===== src/rtl/noc_pkg.sv =====
// Shared NoC definitions: flit encoding, head-flit field layout and NI transmitter states.
// Imported by the network-interface transmitter and by the router-side receive logic.
package noc_pkg;

  localparam int NOC_DATA_W  = 32;
  localparam int NOC_COORD_W = 4;
  localparam int NOC_LEN_W   = 4;

  typedef enum logic [1:0] {
    FLIT_BODY     = 2'b00,
    FLIT_HEAD     = 2'b01,
    FLIT_TAIL     = 2'b10,
    FLIT_HEADTAIL = 2'b11
  } flit_type_e;

  typedef struct packed {
    flit_type_e              ftype;
    logic [NOC_DATA_W-1:0]   payload;
  } flit_t;

  // Head-flit fields in LSB-first order; the length field sits at bit 0.
  localparam int HF_LEN   = 0;
  localparam int HF_DST_X = 1;
  localparam int HF_DST_Y = 2;
  localparam int HF_SRC_X = 3;
  localparam int HF_SRC_Y = 4;

  typedef enum logic [1:0] {
    ST_IDLE = 2'b00,
    ST_HEAD = 2'b01,
    ST_BODY = 2'b10
  } ni_tx_state_e;

  // Bit offset of a head field for a given length/coordinate width.
  function automatic int head_lsb(input int field, input int len_w, input int coord_w);
    int lsb;
    if (field == HF_LEN) begin
      lsb = 32'sd0;
    end else begin
      lsb = len_w + (field - 32'sd1) * coord_w;
    end
    return lsb;
  endfunction

endpackage


===== src/rtl/noc_credit_counter.sv =====
// Credit counter for credit-based flow control; starts full and tracks free downstream slots.
// A return while already full is ignored and latches a sticky error.
module noc_credit_counter #(
  parameter int CREDIT_N = 4
) (
  input  logic                             clk,
  input  logic                             rst_n,
  input  logic                             inc,
  input  logic                             dec,
  output logic [$clog2(CREDIT_N+1)-1:0]    cnt,
  output logic                             avail,
  output logic                             err
);

  localparam int CNT_W = $clog2(CREDIT_N + 1);
  localparam logic [CNT_W-1:0] FULL = CNT_W'(CREDIT_N);
  localparam logic [CNT_W-1:0] ONE  = CNT_W'(1);

  assign avail = (cnt != {CNT_W{1'b0}});

  // Count update: a simultaneous return and consume cancel out.
  always_ff @(posedge clk or negedge rst_n) begin
    if (!rst_n) begin
      cnt <= FULL;
      err <= 1'b0;
    end else begin
      case ({inc, dec})
        2'b10: begin
          if (cnt == FULL) begin
            err <= 1'b1;
          end else begin
            cnt <= cnt + ONE;
          end
        end
        2'b01: begin
          if (cnt != {CNT_W{1'b0}}) begin
            cnt <= cnt - ONE;
          end else begin
            cnt <= cnt;
          end
        end
        default: begin
          cnt <= cnt;
        end
      endcase
    end
  end

endmodule


===== src/rtl/noc_ni_tx.sv =====
// NoC network-interface transmitter: packetises a request plus payload words into
// HEAD/BODY/TAIL flits for the router local port under credit-based flow control.
module noc_ni_tx
  import noc_pkg::*;
#(
  parameter int DATA_W   = NOC_DATA_W,
  parameter int COORD_W  = NOC_COORD_W,
  parameter int LEN_W    = NOC_LEN_W,
  parameter int CREDIT_N = 4
) (
  input  logic                             clk,
  input  logic                             rst_n,
  input  logic [COORD_W-1:0]               my_xpos,
  input  logic [COORD_W-1:0]               my_ypos,
  input  logic                             req_valid,
  output logic                             req_ready,
  input  logic [COORD_W-1:0]               req_dst_x,
  input  logic [COORD_W-1:0]               req_dst_y,
  input  logic [LEN_W-1:0]                 req_len,
  input  logic                             data_valid,
  output logic                             data_ready,
  input  logic [DATA_W-1:0]                data_i,
  output logic                             flit_valid_o,
  output logic [DATA_W+1:0]                flit_o,
  input  logic                             credit_i,
  output logic [$clog2(CREDIT_N+1)-1:0]    credit_cnt_o,
  output logic                             err_o
);

  localparam int LEN_LSB   = head_lsb(HF_LEN,   LEN_W, COORD_W);
  localparam int DST_X_LSB = head_lsb(HF_DST_X, LEN_W, COORD_W);
  localparam int DST_Y_LSB = head_lsb(HF_DST_Y, LEN_W, COORD_W);
  localparam int SRC_X_LSB = head_lsb(HF_SRC_X, LEN_W, COORD_W);
  localparam int SRC_Y_LSB = head_lsb(HF_SRC_Y, LEN_W, COORD_W);
  localparam logic [LEN_W-1:0] LEN_ONE = LEN_W'(1);

  ni_tx_state_e        state;
  logic [COORD_W-1:0]  dst_x;
  logic [COORD_W-1:0]  dst_y;
  logic [COORD_W-1:0]  src_x;
  logic [COORD_W-1:0]  src_y;
  logic [LEN_W-1:0]    len;
  logic [LEN_W-1:0]    remaining;

  logic                avail;
  logic                send;
  flit_type_e          send_type;
  logic [DATA_W-1:0]   send_payload;
  logic [DATA_W-1:0]   head_payload;

  noc_credit_counter #(
    .CREDIT_N (CREDIT_N)
  ) u_credit (
    .clk   (clk),
    .rst_n (rst_n),
    .inc   (credit_i),
    .dec   (send),
    .cnt   (credit_cnt_o),
    .avail (avail),
    .err   (err_o)
  );

  assign req_ready  = (state == ST_IDLE);
  assign data_ready = (state == ST_BODY) && avail;

  // Head payload assembled from the latched request; unused upper bits stay zero.
  always_comb begin
    head_payload = {DATA_W{1'b0}};
    head_payload[LEN_LSB   +: LEN_W]   = len;
    head_payload[DST_X_LSB +: COORD_W] = dst_x;
    head_payload[DST_Y_LSB +: COORD_W] = dst_y;
    head_payload[SRC_X_LSB +: COORD_W] = src_x;
    head_payload[SRC_Y_LSB +: COORD_W] = src_y;
  end

  // Send decision for this cycle: a flit leaves only while a credit is available.
  always_comb begin
    send         = 1'b0;
    send_type    = FLIT_BODY;
    send_payload = {DATA_W{1'b0}};
    case (state)
      ST_HEAD: begin
        if (avail) begin
          send         = 1'b1;
          send_type    = (len == {LEN_W{1'b0}}) ? FLIT_HEADTAIL : FLIT_HEAD;
          send_payload = head_payload;
        end else begin
          send         = 1'b0;
          send_type    = FLIT_BODY;
          send_payload = {DATA_W{1'b0}};
        end
      end
      ST_BODY: begin
        if (avail && data_valid) begin
          send         = 1'b1;
          send_type    = (remaining == LEN_ONE) ? FLIT_TAIL : FLIT_BODY;
          send_payload = data_i;
        end else begin
          send         = 1'b0;
          send_type    = FLIT_BODY;
          send_payload = {DATA_W{1'b0}};
        end
      end
      default: begin
        send         = 1'b0;
        send_type    = FLIT_BODY;
        send_payload = {DATA_W{1'b0}};
      end
    endcase
  end

  // Packet FSM with registered flit outputs; a flit decided at an edge is visible for one cycle.
  always_ff @(posedge clk or negedge rst_n) begin
    if (!rst_n) begin
      state        <= ST_IDLE;
      dst_x        <= {COORD_W{1'b0}};
      dst_y        <= {COORD_W{1'b0}};
      src_x        <= {COORD_W{1'b0}};
      src_y        <= {COORD_W{1'b0}};
      len          <= {LEN_W{1'b0}};
      remaining    <= {LEN_W{1'b0}};
      flit_valid_o <= 1'b0;
      flit_o       <= {(DATA_W+2){1'b0}};
    end else begin
      flit_valid_o <= send;
      if (send) begin
        flit_o <= {send_type, send_payload};
      end
      case (state)
        ST_IDLE: begin
          if (req_valid) begin
            dst_x <= req_dst_x;
            dst_y <= req_dst_y;
            src_x <= my_xpos;
            src_y <= my_ypos;
            len   <= req_len;
            state <= ST_HEAD;
          end
        end
        ST_HEAD: begin
          if (avail) begin
            if (len == {LEN_W{1'b0}}) begin
              state <= ST_IDLE;
            end else begin
              remaining <= len;
              state     <= ST_BODY;
            end
          end
        end
        ST_BODY: begin
          if (send) begin
            remaining <= remaining - LEN_ONE;
            if (remaining == LEN_ONE) begin
              state <= ST_IDLE;
            end
          end
        end
        default: begin
          state <= ST_IDLE;
        end
      endcase
    end
  end

endmodule


===== config.mk =====
export PLATFORM = sky130hd
export DESIGN_NAME = noc_ni_tx
export DESIGN_NICKNAME = d
export VERILOG_FILES = /design/src/rtl/noc_pkg.sv /design/src/rtl/noc_credit_counter.sv /design/src/rtl/noc_ni_tx.sv
export SDC_FILE = /design/constraint.sdc
export NUM_CORES = 1
export LEC_CHECK = 0
export CAP_MARGIN = 20
export CORE_MARGIN = 2
export CORE_UTILIZATION = 50
export DETAILED_ROUTE_END_ITERATION = 8
export PLACE_DENSITY = 0.86
export SLEW_MARGIN = 25
export SYNTH_ARGS = -nofsm -noshare
export SYNTH_HDL_FRONTEND = slang
export SYNTH_SLANG_ARGS = --single-unit

===== constraint.sdc =====
create_clock -name clk -period 7.5 [get_ports clk]
set_clock_uncertainty 0.15 [all_clocks]
set_input_delay 1.5 -clock clk [delete_from_list [all_inputs] [get_ports clk]]
set_output_delay 1.5 -clock clk [all_outputs]
set_load 0.05 [all_outputs]

**Run 1: selected gate families**

(4 px per um)
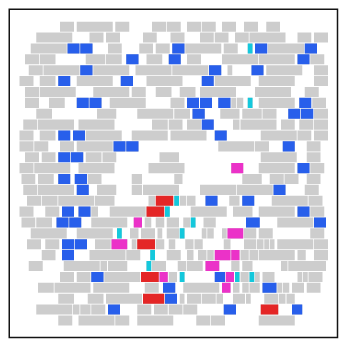
family	color	cells	most used
fa/ha/maj cells	red	6	ha_1
inv cells	cyan	12	inv_1
and/or cells	magenta	10	and2_1
non-inverting ao/oa cells	blue	57	a22o_1
Commonest Layout Cell: clkdlybuf4s50_1
Non-Filler Instances: 419

**Run 1: metal layers overlaid**

(4 px per um) Two of the layers only.
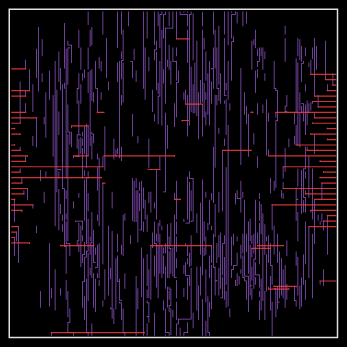
layer	color	wire length
M2	purple	3510 um
M3	red	413 um
DR WL/cell: 16.83 um
total track usage: 22.30%
drt total wl: 7053 um

**Run 1: placed standard cells**

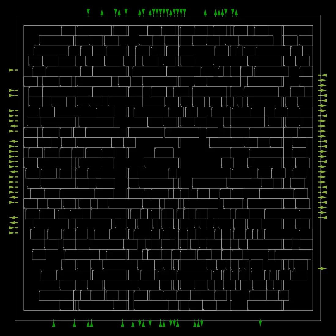
Well Taps: 75
fin util: 70.58%

==> impl_metrics.yaml, run 1 <==
# physical design summary
logic_synthesis:
  topCellsByArea: "dfrtp_1, a22o_1, mux2_2"
  ys_async_sr_fraction_pct: 100.0
  synthMostInstantiatedCell: "dfrtp_1"
  yosysUniqueCellTypes: 38
  netlist_area_um2: 3018
  yosys-top-cells-count: "dfrtp_1, a22o_1, mux2_2"
  synth_top_area_share_pct: 53.07
critical_path:
  cp_slowest_cell: "clkdlybuf4s50_1"
  cp-start-kind: "flop"
  crit_path_end_kind: "output port"
  cp_slowest_stage_delay_ns: 0.82
global_route:
  grt_max_degree: 66
  use_met2_pct: 37.05
  use_met3_pct: 4.835
final_layout:
  clkbuf_count: 11
  buf_share_pct: 23.61
  antenna_cells: 0
run_status:
  outcome: "complete, no violations"
clocking:
  holdBufCountCts: 0
  cts.path.max_buffers: 2
  cts-root-buf: "clkbuf_8"
worst_hold_path:
  whs_path_depth: 1
floorplanning:
  die_y_um: 81.69
  dieArea_um2: 6673
route:
  drt_iter0_markers: 149
[run 1: power by group]
part           switching [W]  internal (W)
sequential          0.000119      0.000511
clock               0.000129      0.000128
combinational       0.000671      0.000458
total               0.000918       0.00110
[run 1: sequential cells by signal, indices dropped and copies added, names as in the netlist]
name          cells
dst_x             4
dst_y             4
flit_o           34
flit_valid_o      1
len               4
remaining         4
src_x             4
src_y             4
state             2
u_credit.cnt      3
u_credit.err      1
[run 1: worst max-delay path by stage]
| stage | startpoint | end | cells after the start |
|---|---|---|---|
| 6_report | state[0]$_DFFE_PN0P_ | data_ready | 4 |
| 5_1_grt | state[0]$_DFFE_PN0P_ | data_ready | 4 |
| 2_1_floorplan | u_credit.cnt[2]$_DFFE_PN1P_ | data_ready | 4 |
| 3_3_place_gp | data_valid | u_credit.cnt[1]$_DFFE_PN0P_ | 9 |
| 4_1_cts | state[0]$_DFFE_PN0P_ | data_ready | 4 |
| 3_5_place_dp | data_valid | u_credit.cnt[1]$_DFFE_PN0P_ | 9 |
[run 1: through the flow]
stage	instance area, um2	std cells	util, %	setup slack [ns]
after detailed placement	3979	403	67.60	3.799
after floorplan	3018	249	-	4.198
after global placement	3979	403	67.60	3.905
after CTS	4151	419	70.54	3.548
after global routing	4154	419	70.58	3.465
final	4154	419	70.58	3.547
[run 1: cells by family (layout without fill, tap and decap cells)]
group	count (synthesis)	count (layout)	synth area share, %
adder cells (fa/ha/maj)	6	6	2.487
AND-OR/OR-AND	81	81	21.77
XOR/XNOR	2	2	0.5805
flip-flops	65	65	53.94
AND/OR/NAND/NOR	40	40	7.504
buffers and inverters	32	127	5.265
multiplexers	23	23	8.458
--- run 2 (diff from run 1) ---
--- a/config.mk
+++ b/config.mk
@@ -7,9 +7,9 @@
 export LEC_CHECK = 0
 export CAP_MARGIN = 20
 export CORE_MARGIN = 2
-export CORE_UTILIZATION = 50
+export CORE_UTILIZATION = 46
 export DETAILED_ROUTE_END_ITERATION = 8
-export PLACE_DENSITY = 0.86
+export PLACE_DENSITY = 0.8
 export SLEW_MARGIN = 25
 export SYNTH_ARGS = -nofsm -noshare
 export SYNTH_HDL_FRONTEND = slang
==> constraint.sdc (replaced) <==
create_clock -name clk -period 4.1 [get_ports clk]
set_clock_uncertainty 0.15 [all_clocks]
set_input_delay 0.82 -clock clk [delete_from_list [all_inputs] [get_ports clk]]
set_output_delay 0.82 -clock clk [all_outputs]
set_load 0.05 [all_outputs]
**Run 2: selected gate families**

(4 px per um)
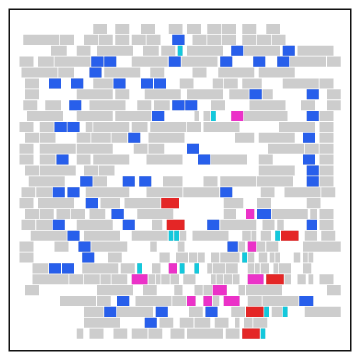
family	color	cells	most used
fa/ha/maj cells	red	6	ha_1
and/or cells	magenta	10	and2_1
inv cells	cyan	12	inv_1
non-inverting ao/oa cells	blue	57	a22o_1
Comb/total area: 29.20%
Non-Filler Instances: 422

**Run 2: metal layers overlaid**

(4 px per um) Two of the layers only.
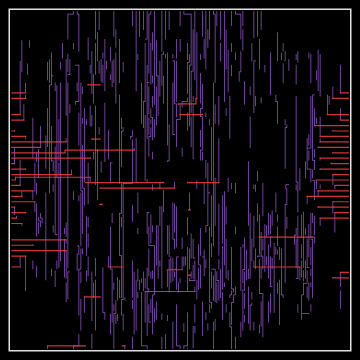
layer	color	wire length
M3	red	441 um
M2	purple	3480 um
vias: 2355
DR WL/cell: 17.13 um
drt total wl: 7228 um

**Run 2: close-up of the layout**

Region (27, 27) to (57, 57) um. Cells in gray, sequential cells in the stronger gray; small squares are vias.
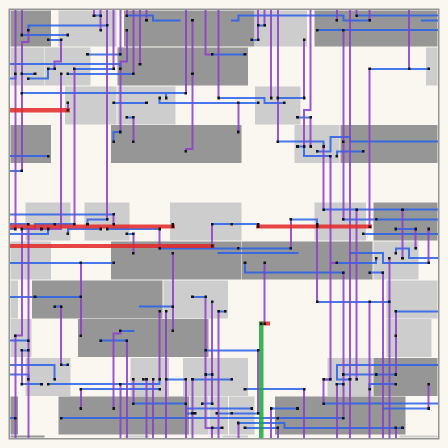
layer	color
M2	purple
M4	green
M3	red
M1	blue
cells with their middle in the window	34
sequential cells in the window	11
netlist names of flops here include	flit_o (6), remaining (4)
most frequent	dfrtp_1 (11), a22o_1 (8)

==> run 2 against run 1 <==
  * Final cell count increased by 0.72%
  * Worst hold slack got worse by 0.0066 ns
  * Die area rose by 8.3%
  * Clock power rose by 140%
  * Count of clock-buffer cells in the layout is 1 lower
  * Critical path type unchanged
  * Highest routed layer unchanged
==> impl_metrics.yaml, run 2 <==
# physical design summary
run_status:
  outcome: "complete, no violations"
floorplanning:
  fp_util_pct: 47.53
  die_y_um: 85.00
  core_region_area_um2: 6350
  dieArea_um2: 7224
critical_path:
  cp_cell_sequence: "inv_1 > ha_1 > and2_1 > clkdlybuf4s50_1"
  cp_slowest_stage_delay_ns: 0.80
  cp-start-kind: "flop"
  cp_slowest_cell: "clkdlybuf4s50_1"
  crit_path_end_kind: "output port"
logic_synthesis:
  ys_async_sr_fraction_pct: 100.0
  netlist_area_um2: 3018
  topCellsByArea: "dfrtp_1, a22o_1, mux2_2"
  synthMostInstantiatedCell: "dfrtp_1"
  edf_count: 0
  yosysCellCount: 249
  yosysUniqueCellTypes: 38
  synth_top_area_share_pct: 53.07
  yosys-top-cells-count: "dfrtp_1, a22o_1, mux2_2"
clocking:
  holdBufCountCts: 0
  cts.path.max_buffers: 2
  cts-root-buf: "clkbuf_8"
  cts_inserted_buffers: 9
final_layout:
  lay_top_count: "clkdlybuf4s50_1"
  nNetsFinal: 403
  postLayoutCellArea_um2: 4217
  final_core_util_pct: 66.40
  antenna_cells: 0
  largest_reg_flops: 34
  top_register: "flit_o"
global_route:
  grt_max_degree: 36
  antenna_found_initial: 0
  grt_use_total_pct: 20.83
job:
  warnings: 29
timing:
  tns_ns: 0
  layout_min_cycle_time_ns: 3.276
  setup_slack_ns: 0.8239
  setup_viol: 0
place:
  place_area_um2: 3989
  place_inst: 406
  dp_slack_ns: 1.091
route:
  drt_iter0_markers: 111
  viasPerCell: 5.581
  antenna_left: 0
power_and_ir_drop:
  leakagePower_nw: 1.836
-- run 2: cell counts after synthesis --
Identical to the previous run, type by type.
-- run 2: cell families (layout without fill, tap and decap cells) --
logic type	after synthesis	in the layout	synth area share [%]
compound gates	81	81	21.77
xor+xnor	2	2	0.5805
fa+ha+maj	6	6	2.487
buf+inv	32	128	5.265
flops	65	65	53.94
mux	23	23	8.458
simple gates	40	40	7.504
-- run 2: final cells by class --
class / count / area (um2)
fillers: 505 / 2133
flip-flops and latches: 65 / 1628
multi-input cells: 152 / 1231
repair buffers: 100 / 988.4
clock buffers: 10 / 137.6
well taps: 77 / 96.34
clock inverters: 6 / 90.09
inverters: 12 / 45.04
-- run 2: power breakdown --
group	internal (W)	switching (W)
clock network	0.000361	0.000251
logic	0.000843	0.00124
registers	0.000935	0.000216
total	0.00214	0.00170
-- run 2: routing by layer --
metal | wire length (um) | vias up | track usage (%)
li1 | - | 1112 | -
met1 | 3182 | 1155 | 27.66
met2 | 3475 | 77 | 31.68
met3 | 440 | 11 | 5.739
met4 | 129 | 0 | 10.10
met5 | 0 | - | 0
-- run 2: final timing paths --
check                                         start                     endpoint  depth (start not counted)
max                            state[0]$_DFFE_PN0P_                   data_ready                          4
min                        u_credit.err$_DFFE_PN0P_     u_credit.err$_DFFE_PN0P_                          1
max reg2reg                    state[0]$_DFFE_PN0P_  u_credit.cnt[1]$_DFFE_PN0P_                         10
min reg2reg                u_credit.err$_DFFE_PN0P_     u_credit.err$_DFFE_PN0P_                          1
max in group asynchronous                     rst_n       flit_o[33]$_DFFE_PN0P_                          2
min in group asynchronous                     rst_n         src_y[1]$_DFFE_PN0P_                          1
Power is estimated from default activity; no workload was simulated.
